[src/rtl/serial_mag_cmp_ctrl.sv]
// serial_mag_cmp_ctrl: MSB-first serial magnitude comparator, one 2-bit slice per clock
module serial_mag_cmp_ctrl #(
    parameter int WIDTH = 8
) (
    input  logic                       clk,
    input  logic                       rst_n,
    input  logic                       start,
    input  logic [WIDTH-1:0]           a_in,
    input  logic [WIDTH-1:0]           b_in,
    output logic                       busy,
    output logic                       done,
    output logic                       gt,
    output logic                       eq,
    output logic                       lt,
    output logic [$clog2(WIDTH/2):0]   steps
);
    localparam int IW = (WIDTH > 2) ? $clog2(WIDTH/2) : 1;
    localparam logic [IW-1:0] LAST = IW'(WIDTH/2 - 1);

    if (WIDTH < 2 || WIDTH % 2 != 0) begin : g_bad_width
        $error("serial_mag_cmp_ctrl: WIDTH must be even and >= 2");
    end

    typedef enum logic [1:0] {IDLE, CMP, DONE} state_t;

    state_t           state, state_nx;
    logic [WIDTH-1:0] a_q, b_q;
    logic [IW-1:0]    idx;
    logic [1:0]       a_pair, b_pair;
    logic             s_gt, s_eq, s_lt;

    // Compare slice on the pair currently selected by idx
    always_comb begin
        a_pair = a_q[{idx, 1'b0} +: 2];
        b_pair = b_q[{idx, 1'b0} +: 2];
        s_gt   = (a_pair[1] & ~b_pair[1]) | (a_pair[0] & ~b_pair[1] & ~b_pair[0]) |
                 (a_pair[1] & a_pair[0] & ~b_pair[0]);
        s_lt   = (b_pair[1] & ~a_pair[1]) | (b_pair[0] & ~a_pair[1] & ~a_pair[0]) |
                 (b_pair[1] & b_pair[0] & ~a_pair[0]);
        s_eq   = (a_pair[1] ~^ b_pair[1]) & (a_pair[0] ~^ b_pair[0]);
    end

    // State register
    always_ff @(posedge clk or negedge rst_n) begin
        if (!rst_n) state <= IDLE;
        else        state <= state_nx;
    end

    // Next state: leave CMP on the first unequal pair or after the last pair
    always_comb begin
        state_nx = state;
        case (state)
            IDLE:    state_nx = start ? CMP : IDLE;
            CMP:     state_nx = (!s_eq || idx == '0) ? DONE : CMP;
            default: state_nx = IDLE;
        endcase
    end

    // Handshake outputs decoded from the state
    always_comb begin
        busy = (state != IDLE);
        done = (state == DONE);
    end

    // Operand capture, pair walk and result registers
    always_ff @(posedge clk or negedge rst_n) begin
        if (!rst_n) begin
            a_q   <= '0;
            b_q   <= '0;
            idx   <= '0;
            gt    <= 1'b0;
            eq    <= 1'b0;
            lt    <= 1'b0;
            steps <= '0;
        end else if (state == IDLE && start) begin
            a_q   <= a_in;
            b_q   <= b_in;
            idx   <= LAST;
            gt    <= 1'b0;
            eq    <= 1'b0;
            lt    <= 1'b0;
            steps <= '0;
        end else if (state == CMP) begin
            steps <= steps + 1'b1;
            if (!s_eq) begin
                gt <= s_gt;
                lt <= s_lt;
            end else if (idx == '0) begin
                eq <= 1'b1;
            end else begin
                idx <= idx - 1'b1;
            end
        end
    end
endmodule
[config.mk]
export PLATFORM = sky130hd
export DESIGN_NAME = serial_mag_cmp_ctrl
export DESIGN_NICKNAME = d
export VERILOG_FILES = /design/src/rtl/serial_mag_cmp_ctrl.sv
export SDC_FILE = /design/constraint.sdc
export NUM_CORES = 1
export LEC_CHECK = 0
export ABC_AREA = 0
export CORE_UTILIZATION = 54
export CTS_CLUSTER_DIAMETER = 120
export DETAILED_ROUTE_END_ITERATION = 7
export GPL_TIMING_DRIVEN = 0
export HOLD_SLACK_MARGIN = 0.06
export PLACE_DENSITY = 0.84
export SYNTH_ARGS = -nofsm -noshare
export SYNTH_HDL_FRONTEND = slang
export SYNTH_SLANG_ARGS = --single-unit
export TNS_END_PERCENT = 30
[constraint.sdc]
create_clock -name clk -period 3.38 [get_ports clk]
set_input_delay 0.845 -clock clk [delete_from_list [all_inputs] [get_ports clk]]
set_output_delay 0.845 -clock clk [all_outputs]
set_load 0.005 [all_outputs]
==> reports/results.tsv, run 1 <==
metric	value	unit
mi_logic_area	602	sq um
ys_top_cells_by_count	sky130_fd_sc_hd__nand2_1, sky130_fd_sc_hd__dfrtp_1, sky130_fd_sc_hd__inv_1	
timing_worst_slew_pin_value	1.13	ns
yosysChipArea	0.00130	sq mm
crit_path_max_incr_delay	0.45	ns
ys_sh_xor	0.0336	
grt.busiest_layer	met2	
placement_rows	17	
synth_area_per_cell	9.65	sq um
post_route_cells_drive_above_1_share	0.0732	
die_height	51.1	microns
wl_met2	1.47	mm
cpLargestDelayFamily	flip-flops	
cts_tree	yes	
timing.clock.skew	0.00525	ns
clock_buffer_count	3	
mux_area_frac	0.108	
cts.sinks	26	
run_status	complete, no violations	
worstSetupStartpoint	state[0]$_DFF_PN0_	
buffers	31	
asyncSetResetFlopFracSynth	1.00	
global_route.usage.total	0.259	
post_layout_nonfiller_instances	192	
maxCapViolations	0	
core_area	0.00223	sq mm
[run 1: cells in the final DEF, fill, tap and decap left out, types with 3 or more instances in the layout]
cell and n:
sky130_fd_sc_hd__nand3_1 4, sky130_fd_sc_hd__nor2_1 5, sky130_fd_sc_hd__clkdlybuf4s50_1 26, sky130_fd_sc_hd__mux4_2 3, sky130_fd_sc_hd__ha_1 4, sky130_fd_sc_hd__dfrtp_1 26, sky130_fd_sc_hd__nand2b_1 3, sky130_fd_sc_hd__nand2_1 52
sky130_fd_sc_hd__xnor2_1 4, sky130_fd_sc_hd__nand4_1 3, sky130_fd_sc_hd__clkbuf_4 3, sky130_fd_sc_hd__inv_1 7, sky130_fd_sc_hd__a31oi_1 3, sky130_fd_sc_hd__clkbuf_1 4
[run 1: flip-flops by register name, summed over array words and instances (netlist names)]
signal  count
a_q         8
b_q         8
steps       3
idx         2
state       2
eq          1
gt          1
lt          1
[run 1: worst min-delay path by stage]
stage | to | cells past startpoint | from
after floorplan | a_q[5]$_DFFE_PN0P_ | 2 | a_q[5]$_DFFE_PN0P_
after global placement | b_q[5]$_DFFE_PN0P_ | 2 | b_q[5]$_DFFE_PN0P_
after detailed placement | b_q[5]$_DFFE_PN0P_ | 2 | b_q[5]$_DFFE_PN0P_
after CTS | a_q[1]$_DFFE_PN0P_ | 2 | a_q[1]$_DFFE_PN0P_
after global routing | a_q[1]$_DFFE_PN0P_ | 2 | a_q[1]$_DFFE_PN0P_
final | b_q[5]$_DFFE_PN0P_ | 2 | b_q[5]$_DFFE_PN0P_
[run 1: power by group]
group	total, W	switching (W)	leakage, nW	internal [W]
registers	0.000552	0.000108	0.322	0.000444
logic	0.000727	0.000374	0.468	0.000353
clock network	0.000135	0.0000931	0.0138	0.0000420
### Metal 1, run 1

Bar = 20 microns.
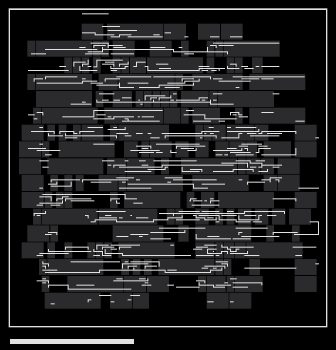
- main direction: horizontal
- longest straight run: 18.4 microns
- wire length on this layer: 1080 microns
- share of all routed wire: 40%
wirelength, routed: 2.69 mm
GR Layer Usage met1: 0.303
total number of vias: 1046

### Metal 2, run 1

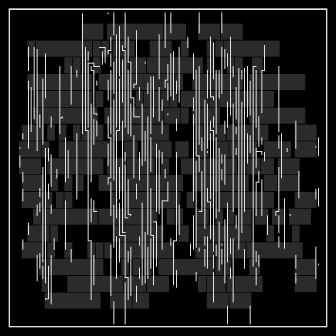
- share of all routed wire: 55%
- main direction: vertical
GR met2 Demand/Resource: 0.458

### Signal wires on met3, run 1

Bar = 20 microns.
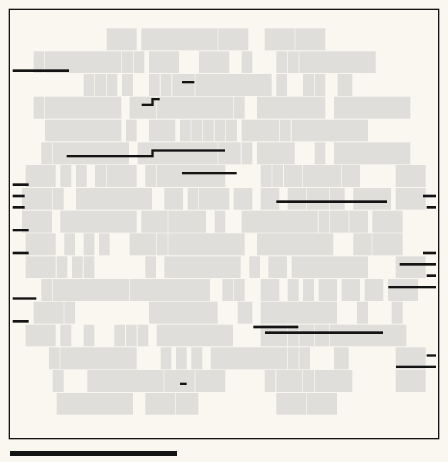
- share of all routed wire: 3.6%
- wire length on this layer: 97.7 microns
- nets with wire on the layer: 21
- longest straight run: 13.8 microns
grt met3 use: 0.0357

### Placement view, run 1

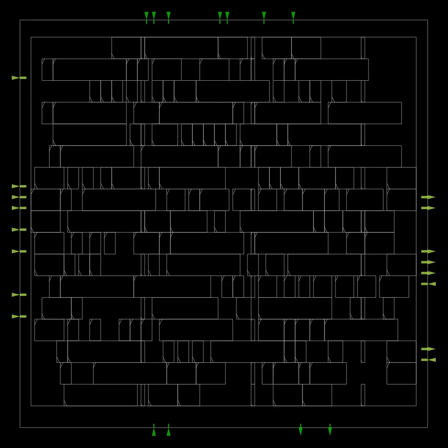
fraction of area in registers: 0.402
fraction of the core area covered by cells at the end of the flow: 0.725
count of flip-flops and latches: 26
number of well taps: 28

--- run 2 (diff from run 1) ---
--- a/config.mk
+++ b/config.mk
@@ -6,12 +6,12 @@
 export NUM_CORES = 1
 export LEC_CHECK = 0
 export ABC_AREA = 0
-export CORE_UTILIZATION = 54
+export CORE_UTILIZATION = 45
 export CTS_CLUSTER_DIAMETER = 120
 export DETAILED_ROUTE_END_ITERATION = 7
 export GPL_TIMING_DRIVEN = 0
 export HOLD_SLACK_MARGIN = 0.06
-export PLACE_DENSITY = 0.84
+export PLACE_DENSITY = 0.74
 export SYNTH_ARGS = -nofsm -noshare
 export SYNTH_HDL_FRONTEND = slang
 export SYNTH_SLANG_ARGS = --single-unit
==> constraint.sdc (replaced) <==
create_clock -name clk -period 2 [get_ports clk]
set_input_delay 0.5 -clock clk [delete_from_list [all_inputs] [get_ports clk]]
set_output_delay 0.5 -clock clk [all_outputs]
set_load 0.005 [all_outputs]
### Signal wires on met3, run 2

Bar = 20 microns.
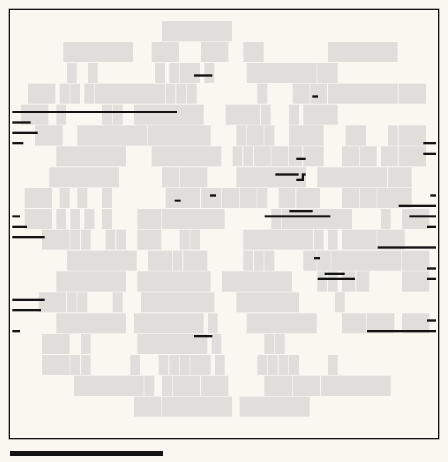
- main direction: horizontal
- nets with wire on the layer: 29
wirelength, routed: 2.59 mm
grt met3 use: 0.0279
total number of vias: 1035

==> run 2 against run 1 <==
  * Power rose by 72%
  * Design area is 2.2% higher
  * Clock power up 64%
  * Hold slack hardly changed
  * Die size up 19%
  * Sequential cell count unchanged
  * Sequential share of layout area is 0.85 points lower
  * Critical endpoint is now idx[1]$_DFFE_PN0P_
  * Largest cell class unchanged
  * Largest power group unchanged
  * Highest routed layer unchanged
==> reports/results.tsv, run 2 <==
metric	value	unit	change
cts_tree	yes		
maxCapViolations	0		unchanged
synth.cell_area	0.00130	sq mm	
portBuffers	26		
cts.sinks	26		unchanged
placement_rows	19		+2
top_regs	a_q (8), b_q (8), steps (3)		
core_area	0.00276	sq mm	+23%
mux_area_frac	0.108		unchanged
global_route.usage.total	0.199		-0.0605
die_height	55.8	microns	+9.2%
final_layout_top_logic_cells	sky130_fd_sc_hd__nand2_1, sky130_fd_sc_hd__dfrtp_1, sky130_fd_sc_hd__clkdlybuf4s50_1, sky130_fd_sc_hd__inv_1, sky130_fd_sc_hd__nor2_1		
grt.met1_usage	0.240		-0.0633
synth_area_per_cell	9.65	sq um	unchanged
cpMaxStageDelayCell	sky130_fd_sc_hd__mux4_2		
cpLargestDelayFamily	multiplexers		
detail_route.wl_per_cell	13.2	microns	
ys_sh_xor	0.0336		unchanged
crit_path_max_incr_delay	0.57	ns	+0.12 ns
timing.clock.skew	0.00372	ns	-0.00153 ns
drc	0		
asyncSetResetFlopFracSynth	1.00		unchanged
slew_headroom	0.215		
drtPass1Iterations	4		
detail_route.vias_per_cell	5.25		
num_io_pins	27		
ys_top_cells_by_count	sky130_fd_sc_hd__nand2_1, sky130_fd_sc_hd__dfrtp_1, sky130_fd_sc_hd__inv_1		
timing_worst_slew_pin_value	1.17	ns	+0.0424 ns
grt_antenna_before_repair	0		
post_layout_nonfiller_instances	197		+2.6%
post_route_cells_drive_above_1_share	0.0904		+0.0172
yosysChipArea	0.00130	sq mm	unchanged
run_status	complete, no violations		
grt.busiest_layer	met2		
### Sequential cells colored by netlist name, run 2

Other sequential cells in the stronger gray, the rest of the logic in the fainter gray.
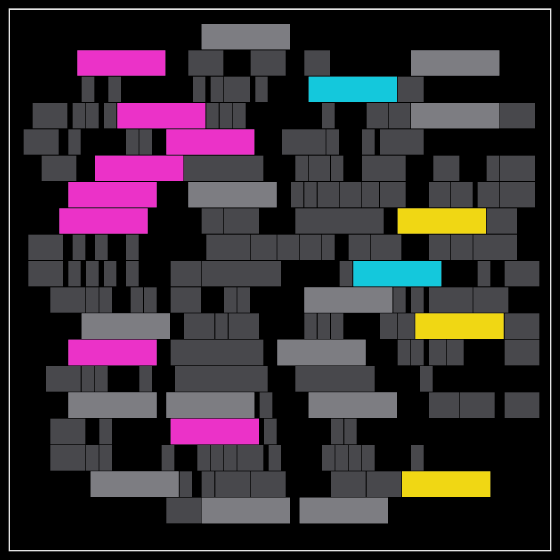
- yellow: steps (flops 3)
- cyan: state (flops 2)
- magenta: b_q (flops 8)
fraction of the core area covered by cells at the end of the flow: 0.600
P_seq: 0.000919 W
sequential standard cell area: 651 sq um
fraction of area in registers: 0.393

run 2: cell counts after synthesis:
No cell type changed its count.
run 2: layer usage:
metal / up-vias / wire length (microns)
met3: 7 / 100
met2: 41 / 1260
li1: 506 / -
met1: 481 / 1160
met4: 0 / 66
met5: - / 0
run 2: path summary, 6_finish.rpt:
path,from,end,depth (start not counted)
hold / removal,a_q[7]$_DFFE_PN0P_,a_q[7]$_DFFE_PN0P_,2
min in group asynchronous,rst_n,state[1]$_DFF_PN0_,1
setup reg to reg,idx[0]$_DFFE_PN0P_,idx[1]$_DFFE_PN0P_,5
max in group asynchronous,rst_n,a_q[4]$_DFFE_PN0P_,1
setup / recovery,idx[0]$_DFFE_PN0P_,idx[1]$_DFFE_PN0P_,5
hold reg to reg,a_q[7]$_DFFE_PN0P_,a_q[7]$_DFFE_PN0P_,2
run 2: cell type report:
type,instances,area [sq um],area share
Multi-Input combinational cell,96,614,0.371
Tap cell,31,38.8,0.0234
Timing Repair Buffer,28,277,0.167
Inverter,8,30.0,0.0181
Clock buffer,3,22.5,0.0136
Sequential cell,26,651,0.393
Buffer,5,22.5,0.0136
run 2: where the power goes:
group	internal (W)	switching (W)
combinational	0.000654	0.000644
sequential	0.000750	0.000169
clock	0.0000707	0.000151
run 2: tightest hold or removal path, delay by kind of cell, from the launching register on:
family / cells / cell delay [ns]
and+or+nand+nor: 2 / 0.11
DFF: 1 / 0.37
run 2: cell families (layout without fill, tap and decap cells):
group	count (synthesis)	after routing
buf+inv	13	44
fa+ha+maj	4	4
compound gates	8	8
mux	7	7
simple gates	72	72
xor+xnor	5	5
flops	26	26
run 2: per-stage QoR:
stage                     utilization  cell area, sq um
after detailed placement        0.581              1600
after global placement          0.581              1600
after global routing            0.600              1660
final                           0.600              1660
after CTS                       0.598              1650
after floorplan                     -              1300
Power is estimated from default activity; no workload was simulated.
